**config.mk**
```make
export PLATFORM = sky130hd
export DESIGN_NAME = sort_sequencer_flat
export DESIGN_NICKNAME = d
export VERILOG_FILES = /design/src/rtl/sort_sequencer_if.sv /design/src/rtl/sort_sequencer.sv /design/src/flat_wrapper.sv
export SDC_FILE = /design/constraint.sdc
export NUM_CORES = 1
export LEC_CHECK = 0
export ABC_AREA = 1
export CAP_MARGIN = 0
export CORE_MARGIN = 1
export CORE_UTILIZATION = 43
export DETAILED_ROUTE_END_ITERATION = 6
export PLACE_DENSITY = 0.84
export SLEW_MARGIN = 20
export SYNTH_ARGS = -nofsm -noshare
export SYNTH_HDL_FRONTEND = slang
export SYNTH_SLANG_ARGS = --single-unit
```
**constraint.sdc**
```tcl
create_clock -name clk -period 1.3 [get_ports clk]
set_clock_uncertainty 0.05 [all_clocks]
set_input_delay 0.26 -clock clk [delete_from_list [all_inputs] [get_ports clk]]
set_output_delay 0.26 -clock clk [all_outputs]
set_load 0.05 [all_outputs]
```
**src/rtl/sort_sequencer_if.sv**
```systemverilog
// Stream-in, stream-out and sorter-pin bundle for the sort sequencer.
interface sort_sequencer_if #(
  parameter int unsigned N = 8,
  parameter int unsigned L = 4
);
  logic         in_valid;
  logic [N-1:0] in_data;
  logic         in_ready;
  logic         out_valid;
  logic [N-1:0] out_data;
  logic         out_last;
  logic         out_ready;
  logic         busy;
  logic         s_wrinit;
  logic         s_rd;
  logic [L-1:0] s_raddr;
  logic [N-1:0] s_datain;
  logic         s_start;
  logic [N-1:0] s_dataout;
  logic         s_done;

  // Sequencer side: drives the sorter pins and both stream responses.
  modport master (
    input  in_valid, in_data, out_ready, s_dataout, s_done,
    output in_ready, out_valid, out_data, out_last, busy,
    output s_wrinit, s_rd, s_raddr, s_datain, s_start
  );

  modport slave (
    output in_valid, in_data, out_ready, s_dataout, s_done,
    input  in_ready, out_valid, out_data, out_last, busy,
    input  s_wrinit, s_rd, s_raddr, s_datain, s_start
  );
endinterface

```
**src/rtl/sort_sequencer.sv**
```systemverilog
// Host-side job sequencer: loads a 2**L word block into the sorter, starts it,
// waits for done, then streams the sorted block out through a 2-entry FIFO.
module sort_sequencer #(
  parameter int unsigned N = 8,
  parameter int unsigned L = 4
) (
  input logic              clk,
  input logic              rst,
  sort_sequencer_if.master bus
);

  typedef enum logic [1:0] {StLoad, StStart, StSort, StUnload} state_e;

  state_e       state_q;
  logic [L-1:0] addr_q;
  logic         sort_first_q;
  logic [L:0]   rd_cnt_q;
  logic         rd_pend_q;
  logic         rd_last_q;
  logic [N-1:0] fifo_data_q [2];
  logic [1:0]   fifo_last_q;
  logic [1:0]   fifo_cnt_q;
  logic         wptr_q;
  logic         rptr_q;

  logic       accept;
  logic       pop;
  logic       issue;
  logic       pop_last;
  logic [1:0] credit;

  always_comb begin
    accept   = (state_q == StLoad) && bus.in_valid;
    pop      = (fifo_cnt_q != 2'd0) && bus.out_ready;
    pop_last = pop && fifo_last_q[rptr_q];
    // Credit covers buffered words plus the read whose data lands next cycle.
    credit   = fifo_cnt_q + {1'b0, rd_pend_q};
    issue    = (state_q == StUnload) && !rd_cnt_q[L] && ((credit != 2'd2) || pop);
  end

  assign bus.in_ready  = (state_q == StLoad);
  assign bus.busy      = !((state_q == StLoad) && (addr_q == '0));
  assign bus.s_wrinit  = accept;
  assign bus.s_rd      = issue;
  assign bus.s_start   = (state_q == StStart);
  assign bus.s_raddr   = accept ? addr_q : (issue ? rd_cnt_q[L-1:0] : '0);
  assign bus.s_datain  = accept ? bus.in_data : '0;
  assign bus.out_valid = (fifo_cnt_q != 2'd0);
  assign bus.out_data  = fifo_data_q[rptr_q];
  assign bus.out_last  = bus.out_valid && fifo_last_q[rptr_q];

  always_ff @(posedge clk) begin
    if (rst) begin
      state_q        <= StLoad;
      addr_q         <= '0;
      sort_first_q   <= 1'b0;
      rd_cnt_q       <= '0;
      rd_pend_q      <= 1'b0;
      rd_last_q      <= 1'b0;
      fifo_data_q[0] <= '0;
      fifo_data_q[1] <= '0;
      fifo_last_q    <= '0;
      fifo_cnt_q     <= '0;
      wptr_q         <= 1'b0;
      rptr_q         <= 1'b0;
    end else begin
      if (issue) begin
        rd_cnt_q <= rd_cnt_q + 1'b1;
      end
      rd_pend_q <= issue;
      rd_last_q <= (rd_cnt_q[L-1:0] == {L{1'b1}});

      if (rd_pend_q) begin
        fifo_data_q[wptr_q] <= bus.s_dataout;
        fifo_last_q[wptr_q] <= rd_last_q;
        wptr_q              <= ~wptr_q;
      end
      if (pop) begin
        rptr_q <= ~rptr_q;
      end
      fifo_cnt_q <= fifo_cnt_q + {1'b0, rd_pend_q} - {1'b0, pop};

      unique case (state_q)
        StLoad: begin
          if (accept) begin
            addr_q <= addr_q + 1'b1;
            if (addr_q == {L{1'b1}}) begin
              state_q <= StStart;
            end
          end
        end
        StStart: begin
          state_q      <= StSort;
          sort_first_q <= 1'b1;
        end
        StSort: begin
          // done may still be high from the previous job during the first cycle
          sort_first_q <= 1'b0;
          if (!sort_first_q && bus.s_done) begin
            state_q <= StUnload;
          end
        end
        StUnload: begin
          if (pop_last) begin
            state_q  <= StLoad;
            rd_cnt_q <= '0;
          end
        end
        default: state_q <= StLoad;
      endcase
    end
  end

endmodule

```
**src/flat_wrapper.sv**
```systemverilog
// flat-port wrapper written by rule: the top's interface ports become plain ports
module sort_sequencer_flat 
#(
  parameter int unsigned N = 8,
  parameter int unsigned L = 4
)
  (clk, rst, bus_in_valid, bus_in_data, bus_out_ready, bus_s_dataout, bus_s_done, bus_in_ready, bus_out_valid, bus_out_data, bus_out_last, bus_busy, bus_s_wrinit, bus_s_rd, bus_s_raddr, bus_s_datain, bus_s_start);
  sort_sequencer_if #(.N(N), .L(L)) bus_i ();
  input logic clk;
  input logic rst;
  input wire logic [$bits(bus_i.in_valid)-1:0] bus_in_valid;
  input wire logic [$bits(bus_i.in_data)-1:0] bus_in_data;
  input wire logic [$bits(bus_i.out_ready)-1:0] bus_out_ready;
  input wire logic [$bits(bus_i.s_dataout)-1:0] bus_s_dataout;
  input wire logic [$bits(bus_i.s_done)-1:0] bus_s_done;
  output wire logic [$bits(bus_i.in_ready)-1:0] bus_in_ready;
  output wire logic [$bits(bus_i.out_valid)-1:0] bus_out_valid;
  output wire logic [$bits(bus_i.out_data)-1:0] bus_out_data;
  output wire logic [$bits(bus_i.out_last)-1:0] bus_out_last;
  output wire logic [$bits(bus_i.busy)-1:0] bus_busy;
  output wire logic [$bits(bus_i.s_wrinit)-1:0] bus_s_wrinit;
  output wire logic [$bits(bus_i.s_rd)-1:0] bus_s_rd;
  output wire logic [$bits(bus_i.s_raddr)-1:0] bus_s_raddr;
  output wire logic [$bits(bus_i.s_datain)-1:0] bus_s_datain;
  output wire logic [$bits(bus_i.s_start)-1:0] bus_s_start;
  assign bus_i.in_valid = bus_in_valid;
  assign bus_i.in_data = bus_in_data;
  assign bus_i.out_ready = bus_out_ready;
  assign bus_i.s_dataout = bus_s_dataout;
  assign bus_i.s_done = bus_s_done;
  assign bus_in_ready = bus_i.in_ready;
  assign bus_out_valid = bus_i.out_valid;
  assign bus_out_data = bus_i.out_data;
  assign bus_out_last = bus_i.out_last;
  assign bus_busy = bus_i.busy;
  assign bus_s_wrinit = bus_i.s_wrinit;
  assign bus_s_rd = bus_i.s_rd;
  assign bus_s_raddr = bus_i.s_raddr;
  assign bus_s_datain = bus_i.s_datain;
  assign bus_s_start = bus_i.s_start;
  sort_sequencer #(.N(N), .L(L)) u_core (.clk(clk), .rst(rst), .bus(bus_i));
endmodule
```
Drive-strength map:
(6 px per um)
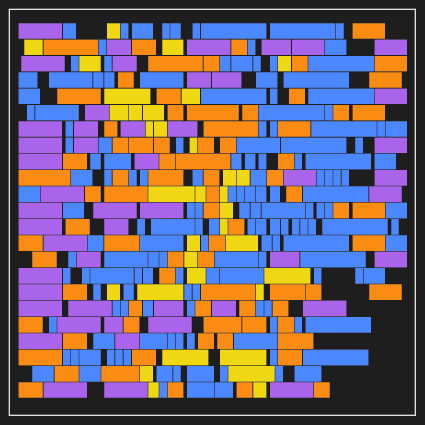
[orange] _3 and _4 cells | cells: 79 | most used: buf_4
[purple] _6 and larger | cells: 49 | most used: buf_12
[yellow] _2 cells | cells: 34 | most used: dfxtp_2
[blue] _0 and _1 cells | cells: 158 | most used: inv_1
nonclk buf count: 96
Layout area overhead: 91.3%
Design Area, Final: 3520 um2
setup ws final: -0.545 ns

==> results.json <==
{
  "fillers": 157,
  "hpwl_um": 3630,
  "netlist_area_um2": 1840,
  "final_util_pct": 86.8,
  "timing.fmax_mhz": 542,
  "setup_violations": 38,
  "port-buffer-count": 47,
  "yosys_cells": 220,
  "grt-busiest-layer": "met2",
  "grt_pass1_vias": 1935,
  "placed_cell_area_um2": 2960,
  "die_w_um": 67.4,
  "final_nets": 349,
  "gp_congestion": 0.755,
  "chip_area_um2": 4550,
  "top_area_share_pct": 26.1,
  "syn_nets": 250,
  "crit_fanout": 5,
  "tightest_slew_ns": 0.473,
  "dr.first_iter.drc_count": 142,
  "die_h_um": 67.4,
  "outcome": "finished with violations",
  "cts.htree.levels": 2,
  "crit_path_start_kind": "register",
  "vias": 1918,
  "num_io_pins": 48,
  "pre_cts_ws_ns": -0.495,
  "flop_cell": "dfxtp_1",
  "grt_max_degree": 12,
  "clock_path_buffers": 2,
  "powerDensity_nw_per_um2": 1880,
  "cts_buffers": 5,
  "placedCellCount": 346,
  "finalCritPeriodShare_pct": 142,
  "edf_count": 16,
  "drive_gt1_share_pct": 50.6,
  "num_antenna_cells": 0,
  "crit_path_end_kind": "output pin",
  "synthTopCellsByCount": "nor2_1 (44), inv_1 (41), nand2_1 (26)",
  "area_leaders": "edfxtp_1 (26%), dfxtp_1 (23%), nor2_1 (9.0%), inv_1 (8.4%), ha_1 (6.1%)",
  "required_ns": 0.99,
  "routed_wl_um": 6600,
  "antenna_found_initial": 0,
  "final.setup.tns_ns": -12.46,
  "grt.total_usage_pct": 26.5,
  "row_count": 23,
  "yosys.area.top_type": "edfxtp_1",
  "vdd_drop_max_v": 0.00152,
  "avgSynthCellArea_um2": 8.37,
  "crit_arrival_ns": 1.54,
  "critPathKind": "reg2out",
  "cts_sinks": 37,
  "synthCells": 220,
  "slew_violations": 0,
  "grt-ovfl-total": 0,
  "first_pass_iters": 4,
  "fin_crit_ns": 1.85,
  "hold_viol": 0,
  "wl_per_cell_um": 17.8,
  "stdcell_count": 370,
  "cts_root_buf": "clkbuf_8",
  "violations": "negative setup slack",
  "drc": 0,
  "slew_headroom_pct": 68.5,
  "met1_usage_pct": 25.2,
  "min_path_type": "in2reg",
  "yosys_area_um2": 1840,
  "ys_warn_count": 0,
  "leakage_nw": 1.48,
  "synthArstFlopShare_pct": 0,
  "insertion_delay_ns": 0.29,
  "path_clk_slew_ns": 0.08,
  "cap_violations": 0,
  "layout_setup_ws_ns": -0.545,
  "postSynthSeqShare_pct": 48.9,
  "coreArea_um2": 4060,
  "hold_ws_ns": 0.327,
  "grt_pass1_wl_um": 8600,
  "gr-usage-met2_pct": 51.5,
  "synth_flops": 37,
  "post-synth-top-count-cell": "nor2_1",
  "fp_util_pct": 45.4,
  "r2r_slack_ns": -0.29,
  "ant_nets": 0,
  "use_met3_pct": 7.60,
  "tool_warnings": 33
}
A small window of the routed layout:
Region (4, 38) to (29, 63) um. Cells in gray, sequential cells in the stronger gray; small squares are vias.
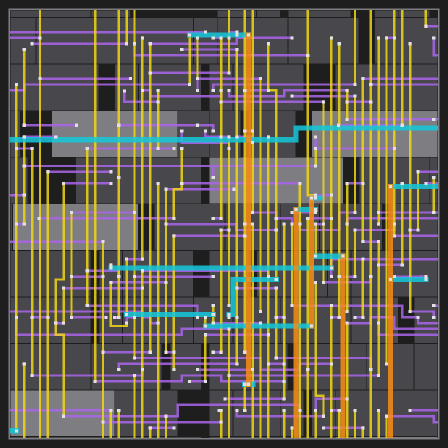
[purple] metal 1
[orange] metal 4
[yellow] metal 2
[cyan] metal 3
most frequent: buf_6 (7), nand2_1 (5), buf_4 (5)
sequential cells in the window: 5
netlist names of flops here include: u_core.addr_q (4), u_core.sort_first_q (1)
cells with their middle in the window: 54

[repair_timing]
item,CTS,global route
pin swaps,11,14
endpoints found under the setup margin,36,65
gates resized,48,52
setup buffers,6,11
hold buffers,0,0
gates cloned,1,0
hold endpoints to repair,0,0
[layout make-up]
class	instances	area, um2	area share (%)
repair buffers	96	1130	32.1
clock buffers	6	72.6	2.06
flip-flops and latches	37	917	26.0
multi-input cells	137	1150	32.8
inverters	42	174	4.94
clock inverters	2	10.0	0.284
well taps	50	62.6	1.78
[logic make-up after synthesis]
kind of cell / Yosys count / synth area share [%]
buffers and inverters: 47 / 9.92
adder cells (fa/ha/maj): 9 / 6.12
flip-flops: 37 / 48.9
AND/OR/NAND/NOR: 94 / 22.6
XOR/XNOR: 1 / 0.476
AND-OR/OR-AND: 24 / 7.07
multiplexers: 8 / 4.89
[worst paths after layout]
kind / cells after the start / start / to
worst max-delay path: 8 / u_core.rd_pend_q / bus_s_raddr[2]
worst max register to register: 9 / u_core.state_q[1] / u_core.addr_q[0]
worst min register to register: 2 / u_core.rd_last_q / u_core.fifo_last_q[1]
worst min-delay path: 3 / rst / u_core.fifo_cnt_q[1]
[routing by layer]
| metal | wire (um) | vias to the layer above |
|---|---|---|
| met5 | 0 | - |
| met4 | 224 | 0 |
| met3 | 361 | 23 |
| met2 | 3780 | 85 |
| met1 | 2230 | 918 |
| li1 | - | 892 |
[cells in the final DEF, fill, tap and decap left out, types with 2 or more instances in the layout]
master / Yosys / routed
clkdlybuf4s50_1: 0 / 17
inv_1: 41 / 32
buf_4: 0 / 36
nand2_1: 26 / 20
ha_1: 9 / 3
nand2_8: 0 / 3
dlymetal6s2s_1: 0 / 2
nand3b_1: 2 / 2
clkinv_2: 0 / 2
nand2_4: 1 / 2
dfxtp_2: 0 / 7
a21oi_4: 0 / 2
nor2_1: 44 / 26
nor2_2: 1 / 6
nand4_1: 2 / 2
clkbuf_8: 0 / 5
nand3_2: 0 / 3
inv_4: 0 / 3
o21ai_0: 6 / 4
nand2_2: 3 / 6
nor2_4: 0 / 13
nand3_4: 1 / 2
mux2_4: 0 / 8
a21oi_2: 0 / 3
dfxtp_1: 21 / 12
a21oi_1: 13 / 8
buf_6: 0 / 12
buf_8: 0 / 8
o22ai_4: 0 / 3
ha_4: 0 / 5
edfxtp_1: 16 / 16
inv_2: 1 / 5
buf_12: 0 / 20
dfxtp_4: 0 / 2
nand3_1: 11 / 7
[report_power, final]
part           internal (mW)  switching [mW]  leakage, nW
registers               1.37           0.151        0.340
clock network          0.372           0.433       0.0450
logic                   2.06            2.23         1.09
total                   3.80            2.81         1.48
[worst max-delay path: stages (launching register included)]
cell     delay [ns]
dfxtp_2        0.37
ha_4           0.14
inv_2          0.04
nand2_2        0.08
nand2_4        0.06
nand3_4        0.14
nand2_8        0.11
o22ai_4        0.15
buf_12         0.16
[flip-flops by register name, summed over array words and instances (netlist names), named ones only]
name,cells
u_core.fifo_last_q,2
u_core.rd_cnt_q,5
u_core.state_q,2
u_core.rd_pend_q,1
u_core.fifo_cnt_q,2
u_core.rptr_q,1
u_core.sort_first_q,1
u_core.rd_last_q,1
u_core.wptr_q,1
u_core.addr_q,4
u_core.fifo_data_q,16
Power and IR drop assume default switching activity.
